$ cat src/rtl/vbmap_ctl_1rnwg_mt_if.sv
// Request, physical-access and map-table signals of the 1R/NW bank-map controller.
// Requests are single-cycle valid strobes accepted whenever ready is high; there is no backpressure.
interface vbmap_ctl_1rnwg_mt_if #(
    parameter int NUMWRPT = 2,
    parameter int BITVBNK = 3,
    parameter int BITPBNK = 4,
    parameter int BITVROW = 10,
    parameter int BITMAPT = 44
);
    logic                             ready;
    logic                             vread;
    logic [BITVBNK-1:0]               vrdvbnk;
    logic [BITVROW-1:0]               vrdradr;
    logic [NUMWRPT-1:0]               vwrite;
    logic [NUMWRPT*BITVBNK-1:0]       vwrvbnk;
    logic [NUMWRPT*BITVROW-1:0]       vwrradr;
    logic                             pread;
    logic [BITPBNK-1:0]               prdbadr;
    logic [BITVROW-1:0]               prdradr;
    logic [NUMWRPT-1:0]               pwrite;
    logic [NUMWRPT*BITPBNK-1:0]       pwrbadr;
    logic [NUMWRPT*BITVROW-1:0]       pwrradr;
    logic [NUMWRPT:0]                 m_read;
    logic [(NUMWRPT+1)*BITVROW-1:0]   m_rdradr;
    logic [(NUMWRPT+1)*BITMAPT-1:0]   m_dout;
    logic [NUMWRPT-1:0]               m_write;
    logic [NUMWRPT*BITVROW-1:0]       m_wrradr;
    logic [NUMWRPT*BITMAPT-1:0]       m_din;

    modport master (
        input  ready, pread, prdbadr, prdradr, pwrite, pwrbadr, pwrradr,
               m_read, m_rdradr, m_write, m_wrradr, m_din,
        output vread, vrdvbnk, vrdradr, vwrite, vwrvbnk, vwrradr, m_dout
    );

    modport slave (
        output ready, pread, prdbadr, prdradr, pwrite, pwrbadr, pwrradr,
               m_read, m_rdradr, m_write, m_wrradr, m_din,
        input  vread, vrdvbnk, vrdradr, vwrite, vwrvbnk, vwrradr, m_dout
    );
endinterface

$ cat src/rtl/vbmap_ctl_1rnwg_mt.sv
// Virtual-to-physical bank map for a 1-read / N-write memory: writes that collide on a
// physical bank are moved to a spare bank of their row and the updated map row is written back.
module vbmap_ctl_1rnwg_mt #(
    parameter int NUMWRPT    = 2,
    parameter int NUMVBNK    = 8,
    parameter int BITVBNK    = 3,
    parameter int NUMPBNK    = 11,
    parameter int BITPBNK    = 4,
    parameter int NUMVROW    = 1024,
    parameter int BITVROW    = 10,
    parameter int SRAM_DELAY = 1,
    parameter int BITMAPT    = BITPBNK * NUMPBNK
) (
    input  logic                       clk,
    input  logic                       rst,
    output logic                       dbg_state_o,
    vbmap_ctl_1rnwg_mt_if.slave        bus
);
    localparam int NP   = NUMWRPT + 1;
    localparam int LAST = SRAM_DELAY - 1;

    typedef logic [NUMPBNK-1:0][BITPBNK-1:0]              maprow_t;
    typedef logic [NUMWRPT-1:0][NUMPBNK-1:0][BITPBNK-1:0] wrrows_t;
    typedef enum logic {S_INIT = 1'b0, S_RUN = 1'b1} state_t;

    function automatic maprow_t ident_row();
        maprow_t r;
        for (int i = 0; i < NUMPBNK; i++) r[i] = BITPBNK'(i);
        return r;
    endfunction

    function automatic logic [BITPBNK-1:0] pidx(input logic [BITVBNK-1:0] vb);
        return BITPBNK'(vb);
    endfunction

    localparam maprow_t IDENT = ident_row();

    state_t                              state_q;
    logic [BITVROW-1:0]                  row_q;
    logic                                ready_q;

    // Request pipeline covering the map-table read latency; index LAST is the resolve stage.
    logic [SRAM_DELAY-1:0]               rd_v_q;
    logic [BITVBNK-1:0]                  rd_vb_q  [SRAM_DELAY];
    logic [BITVROW-1:0]                  rd_row_q [SRAM_DELAY];
    logic [NUMWRPT-1:0]                  wr_v_q   [SRAM_DELAY];
    logic [NUMWRPT-1:0][BITVBNK-1:0]     wr_vb_q  [SRAM_DELAY];
    logic [NUMWRPT-1:0][BITVROW-1:0]     wr_row_q [SRAM_DELAY];

    logic [NUMWRPT-1:0]                  hist_wr_q   [SRAM_DELAY];
    logic [NUMWRPT-1:0][BITVROW-1:0]     hist_radr_q [SRAM_DELAY];
    wrrows_t                             hist_din_q  [SRAM_DELAY];

    logic                                pread_q;
    logic [BITPBNK-1:0]                  prdbadr_q;
    logic [BITVROW-1:0]                  prdradr_q;
    logic [NUMWRPT-1:0]                  pwrite_q;
    logic [NUMWRPT-1:0][BITPBNK-1:0]     pwrbadr_q;
    logic [NUMWRPT-1:0][BITVROW-1:0]     pwrradr_q;
    logic [NUMWRPT-1:0]                  m_write_q;
    logic [NUMWRPT-1:0][BITVROW-1:0]     m_wrradr_q;
    wrrows_t                             m_din_q;

    logic [NP-1:0][NUMPBNK-1:0][BITPBNK-1:0] dout;
    logic [NUMWRPT-1:0][BITVBNK-1:0]     vwrvbnk_w;
    logic [NUMWRPT-1:0][BITVROW-1:0]     vwrradr_w;
    logic [BITVROW-1:0]                  port_row [NP];
    maprow_t                             byp_row  [NP];

    logic [BITPBNK-1:0]                  rd_pb;
    logic [NUMWRPT-1:0]                  kill, act, chg, mw;
    wrrows_t                             work;
    logic [NUMWRPT-1:0][BITPBNK-1:0]     wpb;

    assign dout      = bus.m_dout;
    assign vwrvbnk_w = bus.vwrvbnk;
    assign vwrradr_w = bus.vwrradr;

    assign bus.ready    = ready_q;
    assign bus.m_read   = ready_q ? {bus.vwrite, bus.vread} : '0;
    assign bus.m_rdradr = ready_q ? {bus.vwrradr, bus.vrdradr} : '0;
    assign bus.pread    = pread_q;
    assign bus.prdbadr  = prdbadr_q;
    assign bus.prdradr  = prdradr_q;
    assign bus.pwrite   = pwrite_q;
    assign bus.pwrbadr  = pwrbadr_q;
    assign bus.pwrradr  = pwrradr_q;
    assign bus.m_write  = m_write_q;
    assign bus.m_wrradr = m_wrradr_q;
    assign bus.m_din    = m_din_q;
    assign dbg_state_o  = state_q;

    // Returned map rows may be stale; the newest in-flight write-back of the same row wins.
    always_comb begin
        port_row[0] = rd_row_q[LAST];
        for (int k = 0; k < NUMWRPT; k++) port_row[k+1] = wr_row_q[LAST][k];
        for (int p = 0; p < NP; p++) begin
            byp_row[p] = dout[p];
            for (int i = SRAM_DELAY - 1; i >= 0; i--)
                for (int k = 0; k < NUMWRPT; k++)
                    if (hist_wr_q[i][k] && hist_radr_q[i][k] == port_row[p]) byp_row[p] = hist_din_q[i][k];
            for (int k = 0; k < NUMWRPT; k++)
                if (m_write_q[k] && m_wrradr_q[k] == port_row[p]) byp_row[p] = m_din_q[k];
        end
    end

    always_comb begin
        logic [BITPBNK-1:0] cur, fsel, fidx, fbank;
        logic               conflict, busy, found;
        cur = '0; fsel = '0; fidx = '0; fbank = '0;
        conflict = 1'b0; busy = 1'b0; found = 1'b0;
        kill = '0; chg = '0; mw = '0; work = '0; wpb = '0;
        rd_pb = byp_row[0][pidx(rd_vb_q[LAST])];
        for (int k = 0; k < NUMWRPT; k++)
            for (int j = k + 1; j < NUMWRPT; j++)
                if (wr_v_q[LAST][j] && wr_v_q[LAST][k] && wr_row_q[LAST][j] == wr_row_q[LAST][k] &&
                    wr_vb_q[LAST][j] == wr_vb_q[LAST][k]) kill[k] = 1'b1;
        act = wr_v_q[LAST] & ~kill;
        for (int k = 0; k < NUMWRPT; k++) begin
            work[k] = byp_row[k+1];
            for (int j = 0; j < k; j++)
                if (act[j] && wr_row_q[LAST][j] == wr_row_q[LAST][k]) begin
                    work[k] = work[j];
                    chg[k]  = chg[j];
                end
            cur      = work[k][pidx(wr_vb_q[LAST][k])];
            conflict = rd_v_q[LAST] && (cur == rd_pb);
            for (int j = 0; j < k; j++)
                if (act[j] && wpb[j] == cur) conflict = 1'b1;
            wpb[k] = cur;
            if (act[k] && conflict) begin
                found = 1'b0; fsel = '0; fidx = '0;
                for (int f = NUMVBNK; f < NUMPBNK; f++) begin
                    fbank = work[k][BITPBNK'(f)];
                    busy  = rd_v_q[LAST] && (fbank == rd_pb);
                    for (int j = 0; j < k; j++)
                        if (act[j] && wpb[j] == fbank) busy = 1'b1;
                    if (!found && !busy) begin
                        found = 1'b1;
                        fsel  = fbank;
                        fidx  = BITPBNK'(f);
                    end
                end
                work[k][pidx(wr_vb_q[LAST][k])] = fsel;
                work[k][fidx] = cur;
                wpb[k] = fsel;
                chg[k] = 1'b1;
            end
        end
        // Only the last port of a same-row group writes the merged row back.
        for (int k = 0; k < NUMWRPT; k++) begin
            mw[k] = act[k] & chg[k];
            for (int j = k + 1; j < NUMWRPT; j++)
                if (act[j] && wr_row_q[LAST][j] == wr_row_q[LAST][k]) mw[k] = 1'b0;
        end
    end

    always_ff @(posedge clk or negedge rst) begin
        if (!rst) begin
            state_q    <= S_INIT;
            row_q      <= '0;
            ready_q    <= 1'b0;
            rd_v_q     <= '0;
            for (int i = 0; i < SRAM_DELAY; i++) begin
                rd_vb_q[i]     <= '0;
                rd_row_q[i]    <= '0;
                wr_v_q[i]      <= '0;
                wr_vb_q[i]     <= '0;
                wr_row_q[i]    <= '0;
                hist_wr_q[i]   <= '0;
                hist_radr_q[i] <= '0;
                hist_din_q[i]  <= '0;
            end
            pread_q    <= 1'b0;
            prdbadr_q  <= '0;
            prdradr_q  <= '0;
            pwrite_q   <= '0;
            pwrbadr_q  <= '0;
            pwrradr_q  <= '0;
            m_write_q  <= '0;
            m_wrradr_q <= '0;
            m_din_q    <= '0;
        end else begin
            rd_v_q[0]   <= ready_q & bus.vread;
            rd_vb_q[0]  <= bus.vrdvbnk;
            rd_row_q[0] <= bus.vrdradr;
            wr_v_q[0]   <= ready_q ? bus.vwrite : '0;
            wr_vb_q[0]  <= vwrvbnk_w;
            wr_row_q[0] <= vwrradr_w;
            for (int i = 1; i < SRAM_DELAY; i++) begin
                rd_v_q[i]   <= rd_v_q[i-1];
                rd_vb_q[i]  <= rd_vb_q[i-1];
                rd_row_q[i] <= rd_row_q[i-1];
                wr_v_q[i]   <= wr_v_q[i-1];
                wr_vb_q[i]  <= wr_vb_q[i-1];
                wr_row_q[i] <= wr_row_q[i-1];
                hist_wr_q[i]   <= hist_wr_q[i-1];
                hist_radr_q[i] <= hist_radr_q[i-1];
                hist_din_q[i]  <= hist_din_q[i-1];
            end
            hist_wr_q[0]   <= m_write_q;
            hist_radr_q[0] <= m_wrradr_q;
            hist_din_q[0]  <= m_din_q;
            ready_q <= (state_q == S_RUN);
            case (state_q)
                S_INIT: begin
                    pread_q       <= 1'b0;
                    pwrite_q      <= '0;
                    m_write_q     <= NUMWRPT'(1);
                    m_wrradr_q    <= '0;
                    m_wrradr_q[0] <= row_q;
                    m_din_q       <= '0;
                    m_din_q[0]    <= IDENT;
                    row_q         <= row_q + 1'b1;
                    if (row_q == BITVROW'(NUMVROW - 1)) state_q <= S_RUN;
                end
                default: begin
                    pread_q    <= rd_v_q[LAST];
                    prdbadr_q  <= rd_pb;
                    prdradr_q  <= rd_row_q[LAST];
                    pwrite_q   <= act;
                    pwrbadr_q  <= wpb;
                    pwrradr_q  <= wr_row_q[LAST];
                    m_write_q  <= mw;
                    m_wrradr_q <= wr_row_q[LAST];
                    m_din_q    <= work;
                end
            endcase
        end
    end
endmodule

$ cat src/flat_wrapper.sv
// flat-port wrapper written by rule: the top's interface ports become plain ports
module vbmap_ctl_1rnwg_mt_flat 
#(
    parameter int NUMWRPT    = 2,
    parameter int NUMVBNK    = 8,
    parameter int BITVBNK    = 3,
    parameter int NUMPBNK    = 11,
    parameter int BITPBNK    = 4,
    parameter int NUMVROW    = 1024,
    parameter int BITVROW    = 10,
    parameter int SRAM_DELAY = 1,
    parameter int BITMAPT    = BITPBNK * NUMPBNK
)
  (clk, rst, dbg_state_o, bus_ready, bus_pread, bus_prdbadr, bus_prdradr, bus_pwrite, bus_pwrbadr, bus_pwrradr, bus_m_read, bus_m_rdradr, bus_m_write, bus_m_wrradr, bus_m_din, bus_vread, bus_vrdvbnk, bus_vrdradr, bus_vwrite, bus_vwrvbnk, bus_vwrradr, bus_m_dout);
  vbmap_ctl_1rnwg_mt_if #(.NUMWRPT(NUMWRPT), .BITVBNK(BITVBNK), .BITPBNK(BITPBNK), .BITVROW(BITVROW), .BITMAPT(BITMAPT)) bus_i ();
  input  logic clk;
  input  logic rst;
  output logic dbg_state_o;
  output wire logic [$bits(bus_i.ready)-1:0] bus_ready;
  output wire logic [$bits(bus_i.pread)-1:0] bus_pread;
  output wire logic [$bits(bus_i.prdbadr)-1:0] bus_prdbadr;
  output wire logic [$bits(bus_i.prdradr)-1:0] bus_prdradr;
  output wire logic [$bits(bus_i.pwrite)-1:0] bus_pwrite;
  output wire logic [$bits(bus_i.pwrbadr)-1:0] bus_pwrbadr;
  output wire logic [$bits(bus_i.pwrradr)-1:0] bus_pwrradr;
  output wire logic [$bits(bus_i.m_read)-1:0] bus_m_read;
  output wire logic [$bits(bus_i.m_rdradr)-1:0] bus_m_rdradr;
  output wire logic [$bits(bus_i.m_write)-1:0] bus_m_write;
  output wire logic [$bits(bus_i.m_wrradr)-1:0] bus_m_wrradr;
  output wire logic [$bits(bus_i.m_din)-1:0] bus_m_din;
  input wire logic [$bits(bus_i.vread)-1:0] bus_vread;
  input wire logic [$bits(bus_i.vrdvbnk)-1:0] bus_vrdvbnk;
  input wire logic [$bits(bus_i.vrdradr)-1:0] bus_vrdradr;
  input wire logic [$bits(bus_i.vwrite)-1:0] bus_vwrite;
  input wire logic [$bits(bus_i.vwrvbnk)-1:0] bus_vwrvbnk;
  input wire logic [$bits(bus_i.vwrradr)-1:0] bus_vwrradr;
  input wire logic [$bits(bus_i.m_dout)-1:0] bus_m_dout;
  assign bus_ready = bus_i.ready;
  assign bus_pread = bus_i.pread;
  assign bus_prdbadr = bus_i.prdbadr;
  assign bus_prdradr = bus_i.prdradr;
  assign bus_pwrite = bus_i.pwrite;
  assign bus_pwrbadr = bus_i.pwrbadr;
  assign bus_pwrradr = bus_i.pwrradr;
  assign bus_m_read = bus_i.m_read;
  assign bus_m_rdradr = bus_i.m_rdradr;
  assign bus_m_write = bus_i.m_write;
  assign bus_m_wrradr = bus_i.m_wrradr;
  assign bus_m_din = bus_i.m_din;
  assign bus_i.vread = bus_vread;
  assign bus_i.vrdvbnk = bus_vrdvbnk;
  assign bus_i.vrdradr = bus_vrdradr;
  assign bus_i.vwrite = bus_vwrite;
  assign bus_i.vwrvbnk = bus_vwrvbnk;
  assign bus_i.vwrradr = bus_vwrradr;
  assign bus_i.m_dout = bus_m_dout;
  vbmap_ctl_1rnwg_mt #(.NUMWRPT(NUMWRPT), .NUMVBNK(NUMVBNK), .BITVBNK(BITVBNK), .NUMPBNK(NUMPBNK), .BITPBNK(BITPBNK), .NUMVROW(NUMVROW), .BITVROW(BITVROW), .SRAM_DELAY(SRAM_DELAY), .BITMAPT(BITMAPT)) u_core (.clk(clk), .rst(rst), .dbg_state_o(dbg_state_o), .bus(bus_i));
endmodule
$ cat config.mk
export PLATFORM = sky130hd
export DESIGN_NAME = vbmap_ctl_1rnwg_mt_flat
export DESIGN_NICKNAME = d
export VERILOG_FILES = /design/src/rtl/vbmap_ctl_1rnwg_mt_if.sv /design/src/rtl/vbmap_ctl_1rnwg_mt.sv /design/src/flat_wrapper.sv
export SDC_FILE = /design/constraint.sdc
export NUM_CORES = 1
export LEC_CHECK = 0
export CORE_ASPECT_RATIO = 1.2
export CORE_UTILIZATION = 40
export CTS_BUF_LIST = sky130_fd_sc_hd__clkbuf_2
export CTS_CLUSTER_SIZE = 30
export DETAILED_ROUTE_END_ITERATION = 16
export GPL_TIMING_DRIVEN = 0
export PLACE_DENSITY = 0.74
export SLEW_MARGIN = 20
export SYNTH_ARGS = -nofsm -noshare
export SYNTH_HDL_FRONTEND = slang
export SYNTH_SLANG_ARGS = --single-unit
$ cat constraint.sdc
create_clock -name clk -period 6.52 [get_ports clk]
set_clock_uncertainty 0.1 [all_clocks]
set_input_delay 0.652 -clock clk [delete_from_list [all_inputs] [get_ports clk]]
set_output_delay 0.652 -clock clk [all_outputs]
set_load 0.1 [all_outputs]
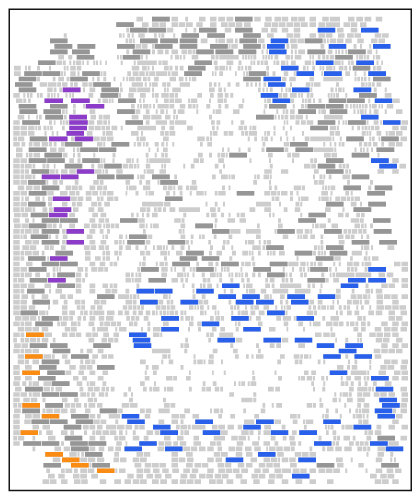
ff_map.png
Drawn at 2 px/um. Other sequential cells in the stronger gray, the rest of the logic in the fainter gray.
[blue] `u_core.hist_din_q` | flops: 88
[orange] `u_core.rd_row_q` | flops: 10 | where: south-west
[purple] `u_core.bus.m_wrradr` | flops: 20
not colored: 201

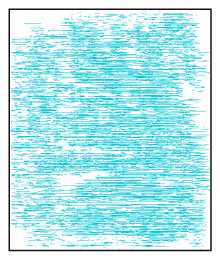
m1.png
Drawn at 1 px/um.
nets with wire on the layer: 2484
wire length on this layer: 35.8 mm
longest straight run: 122 um

==> run summary <==
Update from the flow run.

The synthesized design contains 0 enable-type register cells. Max fanout on the critical path was recorded as 10. Per the post-CTS timing run, clock transition at the registers of the reported paths is 110 ps.

The area of the chip is 48030 um^2. Per the final report, max-transition violations number 0. The post-synth area from yosys stat is 18860 um^2. The met2 usage is 67.47%. Per STA, the endpoint of the critical path is u_core.bus.m_din[61]$_DFF_PN0_.

The number of distinct library cells after synthesis is 96. The worst min-delay path class is in2reg. After synthesis, the share of cell area in mux cells is 7.437%. All stages included, the depth of the critical timing path comes to 22. The share of the Yosys chip area taken by registers is 42.32%.

The and-or/or-and share of the synthesized area is 20.88%. The residual overflow from global routing is 0. The met3 demand-to-capacity share in global routing is 7.929%. The cell family with the largest share of critical-path delay is AND-OR/OR-AND gates. The total of buffers placed on input and output ports is 353.

The endpoint of the lowest-slack register-to-register path is u_core.bus.m_din[61]$_DFF_PN0_. The portion of total power attributed to the clock network is 38.2%. The highest-delay cell along the critical path is sky130_fd_sc_hd__or4_4. The critical path contains buffers and inverters numbering 6 combined.

The total core area is 46270 um^2. Registers are responsible for 47.2% of the overall power. The post-placement worst setup slack is -1079 ps.

The initial detailed-routing violation count is 2018. The highest layer touched by signal routing is met5. The amount of wire on met2 after detailed routing is 46470 um.

The number of antenna violations at the first check in global routing is 3. The warning total across the stage logs is 40. The power drawn by the combinational cells is 616 uW.

In the final design database the tool counted 2712 nets. STA classifies the critical path startpoint as a register. In the final timing run, aggregate negative setup slack is 0 ps. The largest net degree at the start of global routing is 103. The worst supply voltage drop on vdd is 141.8 uV. The floorplan has 86 rows. The mean cell area of the mapped netlist is 9.286 um^2. Of the post-synthesis cell area, the dominant cell type holds 42.32%.

The cell area after layout is 25050 um^2. The global routing report lists combined usage of all routing layers as 41.04%. The launch point of the critical path was reported as u_core.port_row[17]$_DFF_PN0_. STA shows the worst reg2reg path with a cell count of 22.

The height of the die is 239.9 um. The minimum clock period after layout is 6483 ps. The number of antenna-violating nets in the routed design is 0.

STA shows the worst min-delay path finishing at u_core.rd_v_q$_DFF_PN0_. Looking at the setup timing report, the critical path kind is reg2reg. The root buffer cell chosen for the clock tree is sky130_fd_sc_hd__clkbuf_2. Routability-driven placement finished with a final weighted congestion of 1.011. The main kind of combinational logic by area is AND-OR/OR-AND gates. The total routed wire length on the met1 layer is 35820 um. The timing report gives the worst reg2reg path a setup slack of 40 ps. Per the breakdown, switching nets consume 30.75% of all power. The script computed a power per unit cell area of 169.0 nW/um^2. The hold violation count in the final report is 0. In the layout the commonest cells are 352 x sky130_fd_sc_hd__clkdlybuf4s50_1, 311 x sky130_fd_sc_hd__dfrtp_1, 189 x sky130_fd_sc_hd__nand2_1.

For the sequential group, total power comes out at 2000 uW. The number of standard cells in the layout, taps in and fillers out is 3215. Yosys instantiated no cell more often than sky130_fd_sc_hd__dfrtp_1.

The horizontal die dimension reported for this design is 200.2 um. The clock network power is 1620 uW. The fraction of power consumed by combinational cells is 14.5%.

The clock buffer count from CTS is 86. The simple-gate portion of the synthesized area is 17.51%. The leakage power figure is 0.01059 uW. The first-pass iteration count of the detailed router is 6. The most used flip-flop cell is sky130_fd_sc_hd__dfrtp_1. The worst hold path begins at bus_vread. Of the cells placed in the final design, the portion with a size suffix greater than 1 is 12.09%. At the end of the flow the core is filled with cells to 54.15%. The part of the cycle the worst path needs is 99.43%.

The number of buffers between clock root and the deepest sink is 3. Summing all placed instances gives a cell area of 23310 um^2. By area the synthesized netlist is led by sky130_fd_sc_hd__dfrtp_1 42%, sky130_fd_sc_hd__xnor2_1 6.4%, sky130_fd_sc_hd__mux2i_1 5.6%, sky130_fd_sc_hd__nand2_1 3.8%, sky130_fd_sc_hd__o211ai_1 3.4%. The final timing report counts setup violations totalling 0.

The switching power of the nets is 1302 uW. The amount of wire on met3 after detailed routing is 9236 um. The cell type with the highest aggregate area in the netlist is sky130_fd_sc_hd__dfrtp_1. For this run, asynchronously set or reset flops after synthesis account for 100.0%. At the worst endpoint, the arrival time is 7310 ps.

The flow ran to the end, and the final reports show no timing, DRC or antenna violations. The H-tree generated during clock tree synthesis spans 3 levels. After detailed routing, the number of vias per cell comes to 6.308.
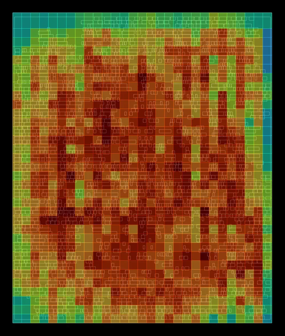
congestion_map.png
most used routing layer: met2
detailed-route wire length per cell: 31.04 um

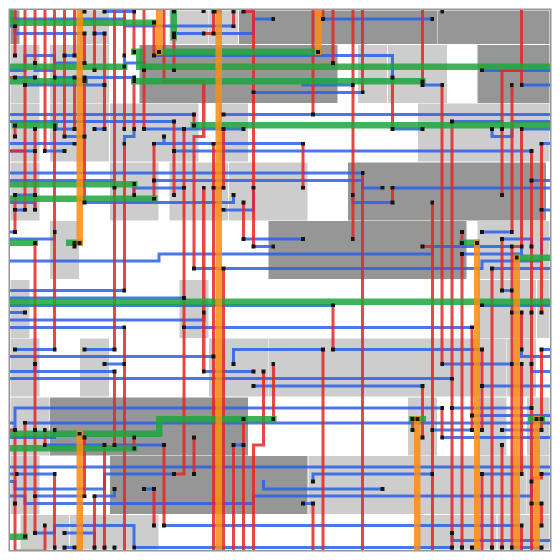
closeup.png
Window x 138 to 163, y 167 to 192 um. Cells in gray, sequential cells in the stronger gray; small squares are vias.
[green] M3
[blue] M1
[orange] M4
[red] M2
sequential cells in the window: 7
cells with their middle in the window: 44
netlist names of flops here include: `u_core.bus.m_din` (7)
most frequent: clkbuf_1 (8), dfrtp_1 (7), nand2_1 (4)

-- sequential cells by signal, summed over array words and instances, names as in the netlist, 20 cells and up --
register,count
u_core.bus.pwrradr,20
u_core.hist_din_q,88
u_core.hist_radr_q,20
u_core.bus.m_wrradr,20
u_core.port_row,20
u_core.bus.m_din,88
-- area by class of cell --
| cell class | count | area (um^2) |
|---|---|---|
| plain buffers | 156 | 732.0 |
| clock buffers | 114 | 570.5 |
| well taps | 616 | 770.7 |
| repair buffers | 425 | 4263 |
| diodes | 1 | 2.502 |
| fillers | 4319 | 21220 |
| inverters | 47 | 176.4 |
| flip-flops and latches | 319 | 7993 |
| multi-input cells | 1500 | 10260 |
| clock inverters | 37 | 284.0 |
Power figures rest on the tool's default switching activity, not on a simulated workload.
